===== src/rtl/parking_time_log_pkg.sv =====
// Shared defaults for the parking time log, the gate controller and the fee logic.
// Contents: default timer width and slot count. Slots need no enum because each one
// is only a FREE/BUSY bit.
package parking_time_log_pkg;

    localparam int unsigned DefTimeW = 11;
    localparam int unsigned DefSlots = 4;

endpackage


===== src/rtl/parking_time_log_if.sv =====
// Request/response bundle between the gate/sensor controller and the parking time log.
// The master side is the controller. It drives the timer, the entry requests and the
// exit requests. The slave side is the log. It drives the acks, the errors, elapsed
// and the occupancy status.
interface parking_time_log_if
    import parking_time_log_pkg::*;
#(
    parameter int unsigned TIME_W = DefTimeW,
    parameter int unsigned SLOTS  = DefSlots
);

    localparam int unsigned SLOT_W = $clog2(SLOTS);

    logic [TIME_W-1:0] timer;
    logic              entry_req;
    logic [SLOT_W-1:0] entry_slot;
    logic              exit_req;
    logic [SLOT_W-1:0] exit_slot;

    logic              entry_ack;
    logic              entry_err;
    logic [SLOT_W-1:0] ack_slot;
    logic              exit_valid;
    logic              exit_err;
    logic [TIME_W-1:0] elapsed;
    logic [SLOTS-1:0]  occupied;
    logic [SLOT_W:0]   count;
    logic              full;
    logic              empty;

    modport master (
        output timer, entry_req, entry_slot, exit_req, exit_slot,
        input  entry_ack, entry_err, ack_slot, exit_valid, exit_err, elapsed,
        input  occupied, count, full, empty
    );

    modport slave (
        input  timer, entry_req, entry_slot, exit_req, exit_slot,
        output entry_ack, entry_err, ack_slot, exit_valid, exit_err, elapsed,
        output occupied, count, full, empty
    );

endinterface


===== src/rtl/parking_time_log_lowest_free_slot.sv =====
// Combinational priority encoder that returns the lowest-index set bit of free.
// Ports:
//   free  in   SLOTS   per-slot free flags
//   idx   out  SLOT_W  index of the lowest free slot (0 when none are free)
//   any   out  1       at least one slot is free
module parking_time_log_lowest_free_slot #(
    parameter int unsigned SLOTS  = 4,
    parameter int unsigned SLOT_W = $clog2(SLOTS)
) (
    input  logic [SLOTS-1:0]  free,
    output logic [SLOT_W-1:0] idx,
    output logic              any
);

    always_comb begin
        idx = '0;
        any = 1'b0;
        // Scan from the top so that the lowest free index is the last one written.
        for (int i = SLOTS - 1; i >= 0; i--) begin
            if (free[i]) begin
                idx = SLOT_W'(i);
                any = 1'b1;
            end
        end
    end

endmodule


===== src/rtl/parking_time_log.sv =====
// Multi-slot entry-timestamp store. An accepted entry captures the timer for its slot.
// An accepted exit returns the elapsed time (timer - stamp), computed modulo
// 2^TIME_W, and frees the slot.
// Ports:
//   clk    in   rising-edge clock
//   reset  in   synchronous, active-high; wins over any same-cycle request
//   bus    slave side of parking_time_log_if. It carries:
//            inputs:  timer, entry_req/entry_slot, exit_req/exit_slot
//            outputs: entry_ack/entry_err/ack_slot, exit_valid/exit_err/elapsed,
//                     occupied, count, full, empty
// All outputs are registered. Pulses last exactly one cycle.
module parking_time_log
    import parking_time_log_pkg::*;
#(
    parameter int unsigned TIME_W    = DefTimeW,
    parameter int unsigned SLOTS     = DefSlots,
    parameter bit          AUTO_SLOT = 1'b0
) (
    input logic               clk,
    input logic               reset,
    parking_time_log_if.slave bus
);

    localparam int unsigned SLOT_W = $clog2(SLOTS);
    localparam int unsigned CNT_W  = SLOT_W + 1;

    logic [TIME_W-1:0] stamp_q [SLOTS];
    logic [SLOTS-1:0]  occ_q, occ_d;
    logic [CNT_W-1:0]  count_q, count_d;
    logic              entry_ack_q, entry_err_q, exit_valid_q, exit_err_q;
    logic              full_q, empty_q;
    logic [SLOT_W-1:0] ack_slot_q;
    logic [TIME_W-1:0] elapsed_q;

    logic [SLOTS-1:0]  exit_sel, entry_sel, exit_clear, free_after_exit;
    logic              exit_hit, entry_hit;
    logic [SLOT_W-1:0] auto_idx, target;
    logic              auto_any;
    logic [TIME_W-1:0] exit_stamp;

    // The free map already has the same-cycle exit applied, so an entry can reuse the
    // slot that an exit releases in the same cycle.
    parking_time_log_lowest_free_slot #(
        .SLOTS  (SLOTS),
        .SLOT_W (SLOT_W)
    ) u_lowest_free (
        .free (free_after_exit),
        .idx  (auto_idx),
        .any  (auto_any)
    );

    always_comb begin
        exit_sel   = '0;
        entry_sel  = '0;
        exit_stamp = '0;
        // Decoding by comparison leaves an out-of-range index with an empty select.
        // Entry then sees the slot as busy, and exit sees it as empty.
        for (int i = 0; i < SLOTS; i++) begin
            if (bus.exit_slot == SLOT_W'(i)) begin
                exit_sel[i] = 1'b1;
            end
        end
        exit_hit = bus.exit_req && |(exit_sel & occ_q);
        for (int i = 0; i < SLOTS; i++) begin
            if (exit_sel[i]) begin
                exit_stamp = stamp_q[i];
            end
        end

        exit_clear      = exit_hit ? exit_sel : '0;
        free_after_exit = ~occ_q | exit_clear;

        target = AUTO_SLOT ? auto_idx : bus.entry_slot;
        for (int i = 0; i < SLOTS; i++) begin
            if (target == SLOT_W'(i)) begin
                entry_sel[i] = 1'b1;
            end
        end
        entry_hit = bus.entry_req &&
                    (AUTO_SLOT ? auto_any : |(entry_sel & free_after_exit));

        occ_d   = (occ_q & ~exit_clear) | (entry_hit ? entry_sel : '0);
        count_d = count_q + CNT_W'(entry_hit) - CNT_W'(exit_hit);
    end

    always_ff @(posedge clk) begin
        if (reset) begin
            for (int i = 0; i < SLOTS; i++) begin
                stamp_q[i] <= '0;
            end
            occ_q        <= '0;
            count_q      <= '0;
            entry_ack_q  <= 1'b0;
            entry_err_q  <= 1'b0;
            exit_valid_q <= 1'b0;
            exit_err_q   <= 1'b0;
            ack_slot_q   <= '0;
            elapsed_q    <= '0;
            full_q       <= 1'b0;
            empty_q      <= 1'b1;
        end else begin
            entry_ack_q  <= entry_hit;
            entry_err_q  <= bus.entry_req && !entry_hit;
            exit_valid_q <= exit_hit;
            exit_err_q   <= bus.exit_req && !exit_hit;
            if (exit_hit) begin
                // Modular subtraction handles one timer wrap between entry and exit.
                elapsed_q <= bus.timer - exit_stamp;
            end
            if (entry_hit) begin
                ack_slot_q <= target;
            end
            for (int i = 0; i < SLOTS; i++) begin
                if (entry_hit && entry_sel[i]) begin
                    stamp_q[i] <= bus.timer;
                end
            end
            occ_q   <= occ_d;
            count_q <= count_d;
            full_q  <= (count_d == CNT_W'(SLOTS));
            empty_q <= (count_d == '0);
        end
    end

    assign bus.entry_ack  = entry_ack_q;
    assign bus.entry_err  = entry_err_q;
    assign bus.ack_slot   = ack_slot_q;
    assign bus.exit_valid = exit_valid_q;
    assign bus.exit_err   = exit_err_q;
    assign bus.elapsed    = elapsed_q;
    assign bus.occupied   = occ_q;
    assign bus.count      = count_q;
    assign bus.full       = full_q;
    assign bus.empty      = empty_q;

endmodule

===== src/flat_wrapper.sv =====
// flat-port wrapper written by rule: the top's interface ports become plain ports
module parking_time_log_flat import parking_time_log_pkg::*;
#(
    parameter int unsigned TIME_W    = DefTimeW,
    parameter int unsigned SLOTS     = DefSlots,
    parameter bit          AUTO_SLOT = 1'b0
)
  (clk, reset, bus_timer, bus_entry_req, bus_entry_slot, bus_exit_req, bus_exit_slot, bus_entry_ack, bus_entry_err, bus_ack_slot, bus_exit_valid, bus_exit_err, bus_elapsed, bus_occupied, bus_count, bus_full, bus_empty);
  parking_time_log_if #(.TIME_W(TIME_W), .SLOTS(SLOTS)) bus_i ();
  input logic clk;
  input logic reset;
  input wire logic [$bits(bus_i.timer)-1:0] bus_timer;
  input wire logic [$bits(bus_i.entry_req)-1:0] bus_entry_req;
  input wire logic [$bits(bus_i.entry_slot)-1:0] bus_entry_slot;
  input wire logic [$bits(bus_i.exit_req)-1:0] bus_exit_req;
  input wire logic [$bits(bus_i.exit_slot)-1:0] bus_exit_slot;
  output wire logic [$bits(bus_i.entry_ack)-1:0] bus_entry_ack;
  output wire logic [$bits(bus_i.entry_err)-1:0] bus_entry_err;
  output wire logic [$bits(bus_i.ack_slot)-1:0] bus_ack_slot;
  output wire logic [$bits(bus_i.exit_valid)-1:0] bus_exit_valid;
  output wire logic [$bits(bus_i.exit_err)-1:0] bus_exit_err;
  output wire logic [$bits(bus_i.elapsed)-1:0] bus_elapsed;
  output wire logic [$bits(bus_i.occupied)-1:0] bus_occupied;
  output wire logic [$bits(bus_i.count)-1:0] bus_count;
  output wire logic [$bits(bus_i.full)-1:0] bus_full;
  output wire logic [$bits(bus_i.empty)-1:0] bus_empty;
  assign bus_i.timer = bus_timer;
  assign bus_i.entry_req = bus_entry_req;
  assign bus_i.entry_slot = bus_entry_slot;
  assign bus_i.exit_req = bus_exit_req;
  assign bus_i.exit_slot = bus_exit_slot;
  assign bus_entry_ack = bus_i.entry_ack;
  assign bus_entry_err = bus_i.entry_err;
  assign bus_ack_slot = bus_i.ack_slot;
  assign bus_exit_valid = bus_i.exit_valid;
  assign bus_exit_err = bus_i.exit_err;
  assign bus_elapsed = bus_i.elapsed;
  assign bus_occupied = bus_i.occupied;
  assign bus_count = bus_i.count;
  assign bus_full = bus_i.full;
  assign bus_empty = bus_i.empty;
  parking_time_log #(.TIME_W(TIME_W), .SLOTS(SLOTS), .AUTO_SLOT(AUTO_SLOT)) u_core (.clk(clk), .reset(reset), .bus(bus_i));
endmodule

===== config.mk =====
export PLATFORM = sky130hd
export DESIGN_NAME = parking_time_log_flat
export DESIGN_NICKNAME = d
export VERILOG_FILES = /design/src/rtl/parking_time_log_pkg.sv /design/src/rtl/parking_time_log_if.sv /design/src/rtl/parking_time_log_lowest_free_slot.sv /design/src/rtl/parking_time_log.sv /design/src/flat_wrapper.sv
export SDC_FILE = /design/constraint.sdc
export NUM_CORES = 1
export LEC_CHECK = 0
export ABC_AREA = 1
export CORE_UTILIZATION = 57
export CTS_BUF_LIST = sky130_fd_sc_hd__clkbuf_8
export CTS_CLUSTER_DIAMETER = 120
export DETAILED_ROUTE_END_ITERATION = 8
export PLACE_DENSITY = 0.89
export SLEW_MARGIN = 10
export SYNTH_ARGS = -nofsm -noshare
export SYNTH_HDL_FRONTEND = slang
export SYNTH_SLANG_ARGS = --single-unit

===== constraint.sdc =====
create_clock -name clk -period 3.49 [get_ports clk]
set_clock_uncertainty 0.2 [all_clocks]
set_input_delay 0.349 -clock clk [delete_from_list [all_inputs] [get_ports clk]]
set_output_delay 0.349 -clock clk [all_outputs]
set_load 0.05 [all_outputs]

==> flow_metrics.tcl <==
# implementation run metrics
set metrics [dict create \
    ctsResizeCount 0 \
    power.density_mw_per_mm2 485 \
    p_switching_mw 0.701 \
    irDropWorstVdd_mv 0.354 \
    cts.path.max_buffers 2 \
    layout_top_cells "nand2_1 (101), nor2_1 (77), inv_1 (62)" \
    slowest_stage "clkdlybuf4s50_1" \
    vias_per_cell 5.51 \
    slew_violations 0 \
    fin_crit_ns 3.08 \
    drive_gt1_frac 0.0720 \
    fp_nets 464 \
    cp_max_fo 13 \
    status "complete, no violations" \
    synth_flop_count 70 \
    edf_count 44 \
    syn_avg_cell_area_um2 8.35 \
    clkTransAtPathRegs_ns 0.08 \
    gp_congestion 0.886 \
    core-area_mm2 0.00599 \
    synthArstFlopShare 0 \
    clock-root-buffer "clkbuf_8" \
    fillCellCount 451 \
    grt_pass1_wl_mm 14.4 \
    maxCapViolations 0 \
    dpl-instance-area_mm2 0.00410 \
    max_stage_delay_ns 0.53 \
    dp_hpwl_mm 6.37 \
    grt_usage 0.300 \
    yosys-stat-area_mm2 0.00360 \
    fmax_mhz 324 \
    lay_top_count "nand2_1" \
    htreeDepth 3 \
    die_y_um 81.5 \
    path_class "input port to flip-flop" \
    ctsHoldBuffers 0 \
    wire_per_inst_um 15.7 \
    power.internal_mw 1.38 \
    stdcell_area_mm2 0.00428 \
]
[cells in the mapped netlist (4+ instances only)]
| cell | instances | area share |
|---|---|---|
| a21oi_1 | 15 | 0.021 |
| buf_6 | 4 | 0.013 |
| clkbuf_1 | 5 | 0.0052 |
| dfxtp_1 | 26 | 0.14 |
| edfxtp_1 | 44 | 0.37 |
| ha_1 | 12 | 0.042 |
| inv_1 | 62 | 0.065 |
| nand2_1 | 101 | 0.11 |
| nand3_1 | 33 | 0.046 |
| nor2_1 | 77 | 0.080 |
| o21ai_0 | 12 | 0.017 |
| o22ai_1 | 4 | 0.0070 |
[critical path, delay by kind of cell]
family                     cells  cell delay, ns
xor gates and xnor gates       1            0.23
and+or+nand+nor                4            0.50
adders and majority gates      3            0.80
AOI/OAI and AO/OA              2            0.39
buffers and inverters          4            0.90
[area by class of cell]
type | instances | area (um^2) | area share
clock buffers | 9 | 124 | 0.0289
clock inverters | 7 | 55.1 | 0.0129
inverters | 63 | 236 | 0.0552
multi-input cells | 287 | 1440 | 0.337
flip-flops and latches | 70 | 1840 | 0.430
well taps | 75 | 93.8 | 0.0219
repair buffers | 50 | 485 | 0.113
[power groups by stage]
stage | combinational [mW] | sequential (mW) | clock, mW
after floorplan | 0.246 | 1.07 | 0
after CTS | 0.491 | 0.970 | 0.603
after global routing | 0.541 | 0.976 | 0.635
final | 0.494 | 0.969 | 0.614
after detailed placement | 0.484 | 0.988 | 0
after global placement | 0.469 | 0.988 | 0
[routing by layer]
metal / share of wire / GRT usage / vias to the layer above
met5: 0 / 0 / -
met4: 0.028 / 0.143 / 0
met3: 0.083 / 0.0489 / 31
met2: 0.51 / 0.521 / 133
met1: 0.38 / 0.363 / 1442
li1: - / - / 1484
[per-stage QoR]
| stage | total power [mW] | hold slack, ns | setup slack [ns] | cells | utilization |
|---|---|---|---|---|---|
| floorplan | 1.32 | 0.317 | 0.669 | 431 | - |
| global placement | 1.46 | 0.270 | 0.394 | 545 | 0.685 |
| detailed placement | 1.47 | 0.276 | 0.244 | 545 | 0.685 |
| CTS | 2.06 | 0.287 | 0.474 | 561 | 0.714 |
| global route | 2.15 | 0.308 | 0.201 | 561 | 0.714 |
| finish | 2.08 | 0.287 | 0.408 | 561 | 0.714 |
[logic make-up (layout without fill, tap and decap cells)]
kind of cell | count (synthesis) | in the layout | synth area share
xor+xnor | 6 | 6 | 0.0146
fa+ha+maj | 14 | 14 | 0.0529
compound gates | 39 | 39 | 0.0595
simple gates | 228 | 228 | 0.274
buf+inv | 74 | 129 | 0.0869
flops | 70 | 70 | 0.512
[worst paths after layout]
| kind | start | endpoint | slack, ns | cells after the start |
|---|---|---|---|---|
| setup / recovery | bus_exit_slot[1] | u_core.bus.empty$_SDFF_PP1_ | 0.41 | 14 |
| hold / removal | u_core.bus.elapsed[2]$_SDFFE_PP0N_ | u_core.bus.elapsed[2]$_SDFFE_PP0N_ | 0.29 | 2 |
| setup reg to reg | u_core.bus.occupied[3]$_SDFF_PP0_ | u_core.bus.empty$_SDFF_PP1_ | 0.88 | 12 |
| hold reg to reg | u_core.bus.elapsed[2]$_SDFFE_PP0N_ | u_core.bus.elapsed[2]$_SDFFE_PP0N_ | 0.29 | 2 |
Met2 routing:
Drawn at 6 px/um.
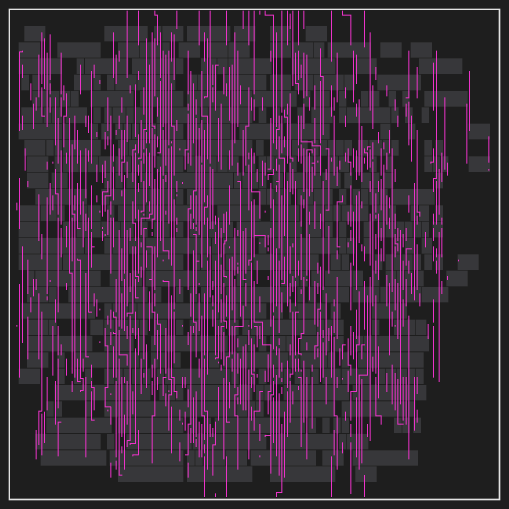
wire length on this layer = 4,480 um
longest straight run = 28.9 um
main direction = vertical
share of all routed wire = 51%
nets with wire on the layer = 437
Vias: 3,090
GR met2 Demand/Resource: 0.521
final wirelength: 8.82 mm

M3 wires:
Drawn at 6 px/um.
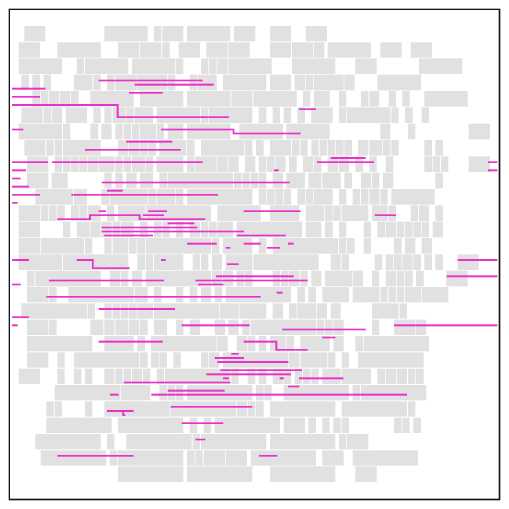
main direction = horizontal
wire length on this layer = 730 um
nets with wire on the layer = 61
share of all routed wire = 8.3%

Routed metal per tile:
Drawn at 4 px/um. The die is cut into 16 by 16 equal tiles; dark blue is low, red is high, scaled to the fullest tile. Values are wire area over tile area, all layers added.
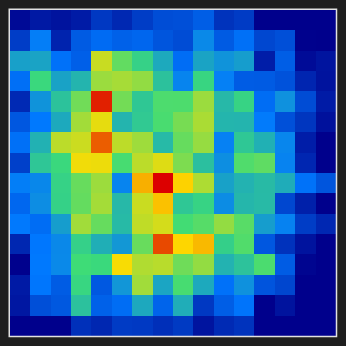
tiles over half the peak = 25%
mean over tiles = 0.22
fullest tile = 0.68
densest ninth of the die = middle
nearly empty tiles = 9.8%

Power figures rest on the tool's default switching activity, not on a simulated workload.
